**src/rtl/txwregif_cmd_drain_if.sv**
```systemverilog
// rtl/txwregif_cmd_drain_if.sv - FIFO read port and register-write bus between drain and its neighbours
interface txwregif_cmd_drain_if #(
    parameter int WIDTH  = 16,
    parameter int ADDR_W = 12
);
  logic              rdempty;
  logic              rden;
  logic [WIDTH-1:0]  dataout;
  logic              reg_wr;
  logic [ADDR_W-1:0] reg_addr;
  logic [3:0]        reg_be;
  logic [31:0]       reg_wdata;
  logic              reg_ack;

  modport master (
    input  rdempty, dataout, reg_ack,
    output rden, reg_wr, reg_addr, reg_be, reg_wdata
  );

  modport slave (
    output rdempty, dataout, reg_ack,
    input  rden, reg_wr, reg_addr, reg_be, reg_wdata
  );
endinterface

```
**src/rtl/txwregif_cmd_drain.sv**
```systemverilog
// rtl/txwregif_cmd_drain.sv - pops 3-word commands from the TX reg FIFO and issues one register write
// Optional ack timeout enabled by defining TXWREGIF_TIMEOUT_EN.
module txwregif_cmd_drain #(
    parameter int WIDTH   = 16,
    parameter int ADDR_W  = 12,
    parameter int TMO_CYC = 255
) (
    input  logic                 clk,
    input  logic                 reset_,
    txwregif_cmd_drain_if.master bus,
    output logic                 busy_o,
    output logic [15:0]          wr_cnt_o,
    output logic [7:0]           drop_cnt_o,
    output logic                 tmo_err_o,
    output logic                 dbg_o
);

  if (WIDTH != 16 || ADDR_W != WIDTH - 4 || TMO_CYC < 1 || TMO_CYC > 255) begin : g_bad_cfg
    $error("txwregif_cmd_drain: unsupported WIDTH/ADDR_W/TMO_CYC combination");
  end

  typedef enum logic [1:0] {IDLE, POP, CAP, ISSUE} state_e;

  state_e            state_q;
  logic [1:0]        idx_q;
  logic [3:0]        be_q;
  logic [ADDR_W-1:0] addr_q;
  logic [31:0]       data_q;
  logic              reg_wr_q;
  logic [15:0]       wr_cnt_q;
  logic [7:0]        drop_cnt_q;

`ifdef TXWREGIF_TIMEOUT_EN
  localparam logic [7:0] TMO_LIM = 8'(TMO_CYC);
  logic [7:0] tmo_q;
  logic       tmo_err_q;
`endif

  always_ff @(posedge clk or negedge reset_) begin
    if (!reset_) begin
      state_q    <= IDLE;
      idx_q      <= 2'd0;
      be_q       <= 4'd0;
      addr_q     <= '0;
      data_q     <= 32'd0;
      reg_wr_q   <= 1'b0;
      wr_cnt_q   <= 16'd0;
      drop_cnt_q <= 8'd0;
`ifdef TXWREGIF_TIMEOUT_EN
      tmo_q      <= 8'd0;
      tmo_err_q  <= 1'b0;
`endif
    end else begin
`ifdef TXWREGIF_TIMEOUT_EN
      tmo_err_q <= 1'b0;
`endif
      case (state_q)
        IDLE: begin
          idx_q   <= 2'd0;
          state_q <= POP;
        end
        POP: begin
          if (!bus.rdempty) state_q <= CAP;
        end
        CAP: begin
          // dataout holds the word popped in the preceding POP cycle
          case (idx_q)
            2'd0: begin
              be_q   <= bus.dataout[WIDTH-1 -: 4];
              addr_q <= bus.dataout[ADDR_W-1:0];
            end
            2'd1:    data_q[31:16] <= bus.dataout[15:0];
            default: data_q[15:0]  <= bus.dataout[15:0];
          endcase
          if (idx_q != 2'd2) begin
            idx_q   <= idx_q + 2'd1;
            state_q <= POP;
          end else if (be_q != 4'd0) begin
            reg_wr_q <= 1'b1;
            state_q  <= ISSUE;
`ifdef TXWREGIF_TIMEOUT_EN
            tmo_q    <= 8'd0;
`endif
          end else begin
            if (drop_cnt_q != 8'hFF) drop_cnt_q <= drop_cnt_q + 8'd1;
            state_q <= IDLE;
          end
        end
        ISSUE: begin
          if (bus.reg_ack) begin
            reg_wr_q <= 1'b0;
            wr_cnt_q <= wr_cnt_q + 16'd1;
            state_q  <= IDLE;
          end
`ifdef TXWREGIF_TIMEOUT_EN
          else if (tmo_q == TMO_LIM) begin
            reg_wr_q  <= 1'b0;
            tmo_err_q <= 1'b1;
            state_q   <= IDLE;
          end else begin
            tmo_q <= tmo_q + 8'd1;
          end
`endif
        end
        default: state_q <= IDLE;
      endcase
    end
  end

  // Gating with rdempty keeps the FIFO from ever being read while empty
  assign bus.rden      = (state_q == POP) & ~bus.rdempty;
  assign bus.reg_wr    = reg_wr_q;
  assign bus.reg_addr  = addr_q;
  assign bus.reg_be    = be_q;
  assign bus.reg_wdata = data_q;
  assign busy_o        = (state_q != IDLE);
  assign dbg_o         = (state_q == ISSUE);
  assign wr_cnt_o      = wr_cnt_q;
  assign drop_cnt_o    = drop_cnt_q;
`ifdef TXWREGIF_TIMEOUT_EN
  assign tmo_err_o     = tmo_err_q;
`else
  assign tmo_err_o     = 1'b0;
`endif

endmodule
```
**src/flat_wrapper.sv**
```systemverilog
// flat-port wrapper written by rule: the top's interface ports become plain ports
module txwregif_cmd_drain_flat 
#(
    parameter int WIDTH   = 16,
    parameter int ADDR_W  = 12,
    parameter int TMO_CYC = 255
)
  (clk, reset_, busy_o, wr_cnt_o, drop_cnt_o, tmo_err_o, dbg_o, bus_rdempty, bus_dataout, bus_reg_ack, bus_rden, bus_reg_wr, bus_reg_addr, bus_reg_be, bus_reg_wdata);
  txwregif_cmd_drain_if #(.WIDTH(WIDTH), .ADDR_W(ADDR_W)) bus_i ();
  input  logic clk;
  input  logic reset_;
  output logic busy_o;
  output logic [15:0] wr_cnt_o;
  output logic [7:0] drop_cnt_o;
  output logic tmo_err_o;
  output logic dbg_o;
  input wire logic [$bits(bus_i.rdempty)-1:0] bus_rdempty;
  input wire logic [$bits(bus_i.dataout)-1:0] bus_dataout;
  input wire logic [$bits(bus_i.reg_ack)-1:0] bus_reg_ack;
  output wire logic [$bits(bus_i.rden)-1:0] bus_rden;
  output wire logic [$bits(bus_i.reg_wr)-1:0] bus_reg_wr;
  output wire logic [$bits(bus_i.reg_addr)-1:0] bus_reg_addr;
  output wire logic [$bits(bus_i.reg_be)-1:0] bus_reg_be;
  output wire logic [$bits(bus_i.reg_wdata)-1:0] bus_reg_wdata;
  assign bus_i.rdempty = bus_rdempty;
  assign bus_i.dataout = bus_dataout;
  assign bus_i.reg_ack = bus_reg_ack;
  assign bus_rden = bus_i.rden;
  assign bus_reg_wr = bus_i.reg_wr;
  assign bus_reg_addr = bus_i.reg_addr;
  assign bus_reg_be = bus_i.reg_be;
  assign bus_reg_wdata = bus_i.reg_wdata;
  txwregif_cmd_drain #(.WIDTH(WIDTH), .ADDR_W(ADDR_W), .TMO_CYC(TMO_CYC)) u_core (.clk(clk), .reset_(reset_), .bus(bus_i), .busy_o(busy_o), .wr_cnt_o(wr_cnt_o), .drop_cnt_o(drop_cnt_o), .tmo_err_o(tmo_err_o), .dbg_o(dbg_o));
endmodule
```
**config.mk**
```make
export PLATFORM = sky130hd
export DESIGN_NAME = txwregif_cmd_drain_flat
export DESIGN_NICKNAME = d
export VERILOG_FILES = /design/src/rtl/txwregif_cmd_drain_if.sv /design/src/rtl/txwregif_cmd_drain.sv /design/src/flat_wrapper.sv
export SDC_FILE = /design/constraint.sdc
export NUM_CORES = 1
export LEC_CHECK = 0
export CORE_MARGIN = 5
export CORE_UTILIZATION = 30
export DETAILED_ROUTE_END_ITERATION = 8
export GPL_TIMING_DRIVEN = 0
export PLACE_DENSITY = 0.6
export SLEW_MARGIN = 5
export SYNTH_ARGS = -nofsm -noshare
export SYNTH_HDL_FRONTEND = slang
export SYNTH_SLANG_ARGS = --single-unit
```
**constraint.sdc**
```tcl
create_clock -name clk -period 1.8 [get_ports clk]
set_clock_uncertainty 0.1 [all_clocks]
set_input_delay 0.27 -clock clk [delete_from_list [all_inputs] [get_ports clk]]
set_output_delay 0.27 -clock clk [all_outputs]
set_load 0.05 [all_outputs]
```
**Floorplan with the power grid**

Scale bar: 20 um. Pins as bars on the die edge.
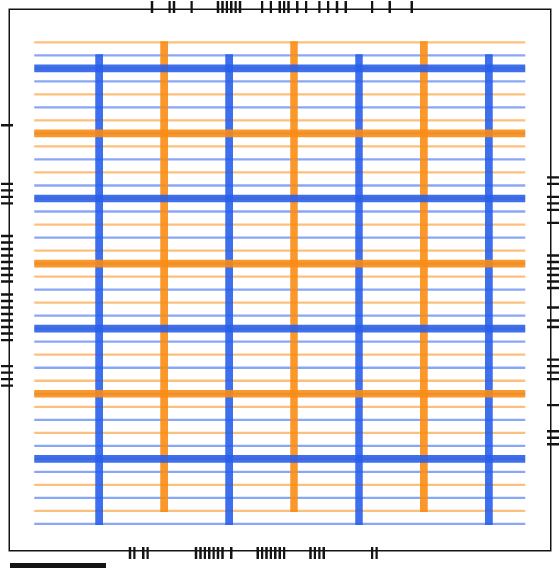
- VSS: blue
- VDD: orange
- met1 rails: 38
- met4 straps: 7
- rows: 37
- signal pins: 97
- met5 straps: 7

**Cells coloured by class**

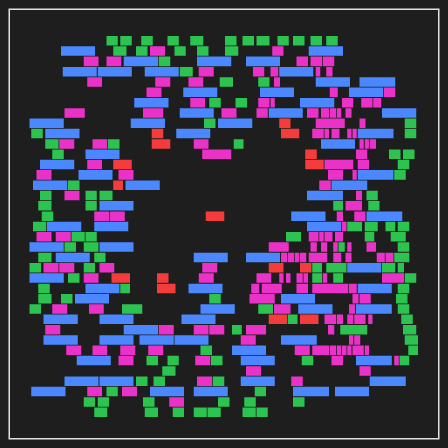
- remaining buffers and delay cells: green (cells 115; share of their area 24%)
- clock drivers and dummy loads: red (cells 16; share of their area 4.2%)
- registers: blue (cells 77; share of their area 43%)
- remaining logic cells: magenta (cells 148; share of their area 29%)

==> impl_metrics.env <==
# flow metrics
export IMPL_status="completed"
export IMPL_cts_max_level=3
export IMPL_p_sw_share_pct=49.3
export IMPL_stdcell_count=492
export IMPL_finalNetCount=376
export IMPL_yosysUniqueCellTypes=30
export IMPL_topCellsByArea="dfrtp_1, mux2_2, xor2_1"
export IMPL_start_kind="register"
export IMPL_seq_area_share_pct=41.8
export IMPL_power_total_uw=8800
export IMPL_synth_nets=256
export IMPL_clock_sinks=77
export IMPL_period_used_pct=98.5
export IMPL_yosys_cells=231
export IMPL_crit_required_ns=1.94
export IMPL_tap_cell_count=136
export IMPL_synth_area_per_cell_um2=13.7
export IMPL_firstDrtPassIters=4
export IMPL_worstSkewPairLatency_ns=0.35
export IMPL_ys_warn_count=0
export IMPL_finalSetupViolations=0
export IMPL_grt_use_met1_pct=15.2
export IMPL_ys_seq_share_pct=60.7
export IMPL_ys_flops=77
export IMPL_drt_total_wl_mm=7.48
export IMPL_worst_pin_slew_ns=0.543
export IMPL_whs_ns=0.323
export IMPL_top_cell="dfrtp_1"
export IMPL_clock_area_share_pct=4.01
export IMPL_critPathMaxFanout=5
export IMPL_gp_congestion=0.774
export IMPL_clk_pin_slew_ns=0.09
export IMPL_grt_util_met3_pct=4.76
export IMPL_power_net_switching_uw=4340
export IMPL_inv_count=7
export IMPL_core_um2=10300
export IMPL_top_area_cell="dfrtp_1"
export IMPL_fmax_mhz=564
export IMPL_cp_end_kind="register"
export IMPL_area_growth_pct=46.5
export IMPL_internal_power_uw=4460
export IMPL_vias=2210
export IMPL_vias_per_cell=4.49
export IMPL_grt_pass1_vias=2331
export IMPL_buffer_area_share_pct=22.7
export IMPL_largest_cell_class="sequential cells"
export IMPL_port_buffer_count=95
export IMPL_cts_buffers=9
export IMPL_final_hold_viol_count=0
export IMPL_cts_tree="yes"
export IMPL_wire_per_inst_um=15.2
export IMPL_busiest_layer="met2"
export IMPL_synthArstFlopShare_pct=100
export IMPL_comb_cells=141
export IMPL_synthCells=231
export IMPL_clock_root_buffer="clkbuf_8"
export IMPL_cp_common_cell="buf_6"
export IMPL_drive_gt1_share_pct=31.7
export IMPL_signal_buffers=115
export IMPL_detail_route_antenna_nets=0
export IMPL_warning_count=30
export IMPL_p_seq_share_pct=31.6
export IMPL_drc=0
export IMPL_grt_max_degree=41
export IMPL_crit_slowest_cell="dfrtp_1"
export IMPL_fp_util_pct=30.7
export IMPL_fp_dieW_um=113
export IMPL_antenna_found_initial=0
**Routed clock nets over the placement**

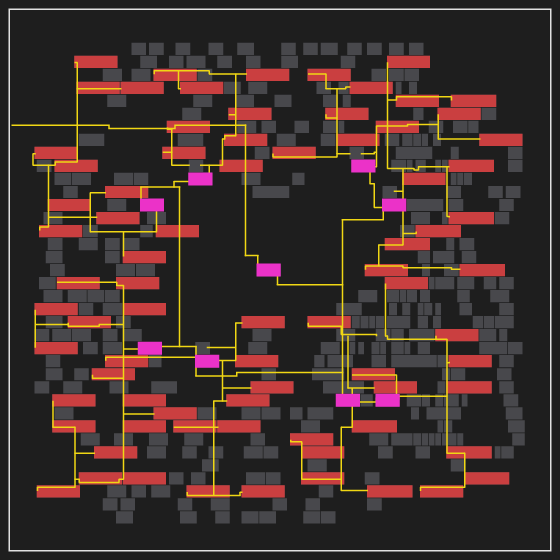
- clock wires: yellow (length 1080 um)
- flip-flops: red (count 77)
- clock-net drivers: magenta (count 9)
- flops lie: widely spread

-- layout by cell type (no fill, tap or decap), types with 2 or more instances in the layout --
cell              n
nand2_1          13
nor2_1            5
nor3_1            6
o21ai_0           3
dfrtp_2          11
buf_6             6
nand4_1           4
ha_2              2
buf_8             2
mux2_4            3
clkinvlp_4        2
ha_1              3
buf_4            12
xnor2_1          10
dlygate4sd2_1    69
nand3_1           9
nor4_4            3
a21oi_1           4
clkdlybuf4s15_1   4
mux2_2           47
clkdlybuf4s50_1  18
nor4_1            2
inv_1             6
clkbuf_8          9
dfrtp_1          66
inv_6             4
buf_2             2
xor2_1           12
-- metal layers --
| metal | share of wire [%] | up-vias |
|---|---|---|
| met4 | 1.3 | 0 |
| met2 | 49 | 59 |
| li1 | - | 1044 |
| met5 | 0 | - |
| met3 | 7.1 | 8 |
| met1 | 43 | 1099 |
-- power by group through the flow --
stage | Clock, uW | Sequential, uW | Combinational, uW
CTS | 1320 | 2790 | 4630
finish | 1270 | 2780 | 4750
detailed placement | 0 | 2850 | 4930
floorplan | 0 | 4950 | 1130
global route | 1410 | 2890 | 5000
global placement | 0 | 2820 | 4910
-- logic make-up after synthesis --
logic type,share of synthesized area (%)
flip-flops,60.7
AND/OR/NAND/NOR,8.88
multiplexers,17.8
XOR/XNOR,6.07
buffers and inverters,1.97
AND-OR/OR-AND,2.49
adder cells (fa/ha/maj),1.97
other,0.118
-- per-stage QoR --
| stage | setup WS, ns | instance area (um^2) | utilization, % | TNS, ns |
|---|---|---|---|---|
| floorplan | 0.0121 | 3200 | - | 0 |
| global placement | -2.76 | 4320 | 41.8 | -201.12 |
| detailed placement | -0.467 | 4340 | 42.0 | -8.23 |
| CTS | -0.0300 | 4530 | 43.8 | -0.112 |
| global route | -0.0251 | 4650 | 45.0 | -0.151 |
| finish | 0.0262 | 4650 | 45.0 | 0 |
-- what timing repair did --
action / 4_1_cts / 5_1_grt
buffers inserted: 2 / 8
hold buffers: 1 / 0
endpoints found under the setup margin: 114 / 48
pin swaps: 2 / 5
gates resized: 107 / 17
gates cloned: 1 / 1
endpoints found under the hold margin: 39 / 0
-- path summary, 6_finish.rpt --
kind                                                 startpoint                                   to  slack, ns
worst min register to register  u_core.wr_cnt_o[15]$_DFFE_PN0P_      u_core.wr_cnt_o[15]$_DFFE_PN0P_       0.37
worst max-delay path              u_core.state_q[0]$_DFFE_PN0P_  u_core.bus.reg_wdata[9]$_DFFE_PN0P_       0.03
min in group clk                u_core.wr_cnt_o[15]$_DFFE_PN0P_      u_core.wr_cnt_o[15]$_DFFE_PN0P_       0.37
worst min-delay path                                     reset_     u_core.drop_cnt_o[4]$_DFFE_PN0P_       0.32
max in group asynchronous                                reset_     u_core.drop_cnt_o[0]$_DFFE_PN0P_       0.68
worst max register to register    u_core.state_q[0]$_DFFE_PN0P_  u_core.bus.reg_wdata[9]$_DFFE_PN0P_       0.03
-- registers in the layout, indices dropped and copies added, names as in the netlist --
name,flops
u_core.bus.reg_wdata,32
u_core.bus.reg_be,4
u_core.wr_cnt_o,16
u_core.idx_q,2
u_core.bus.reg_addr,12
u_core.drop_cnt_o,8
u_core.bus.reg_wr,1
u_core.state_q,2
No activity file was given, so power comes from the tool's default toggle rates.
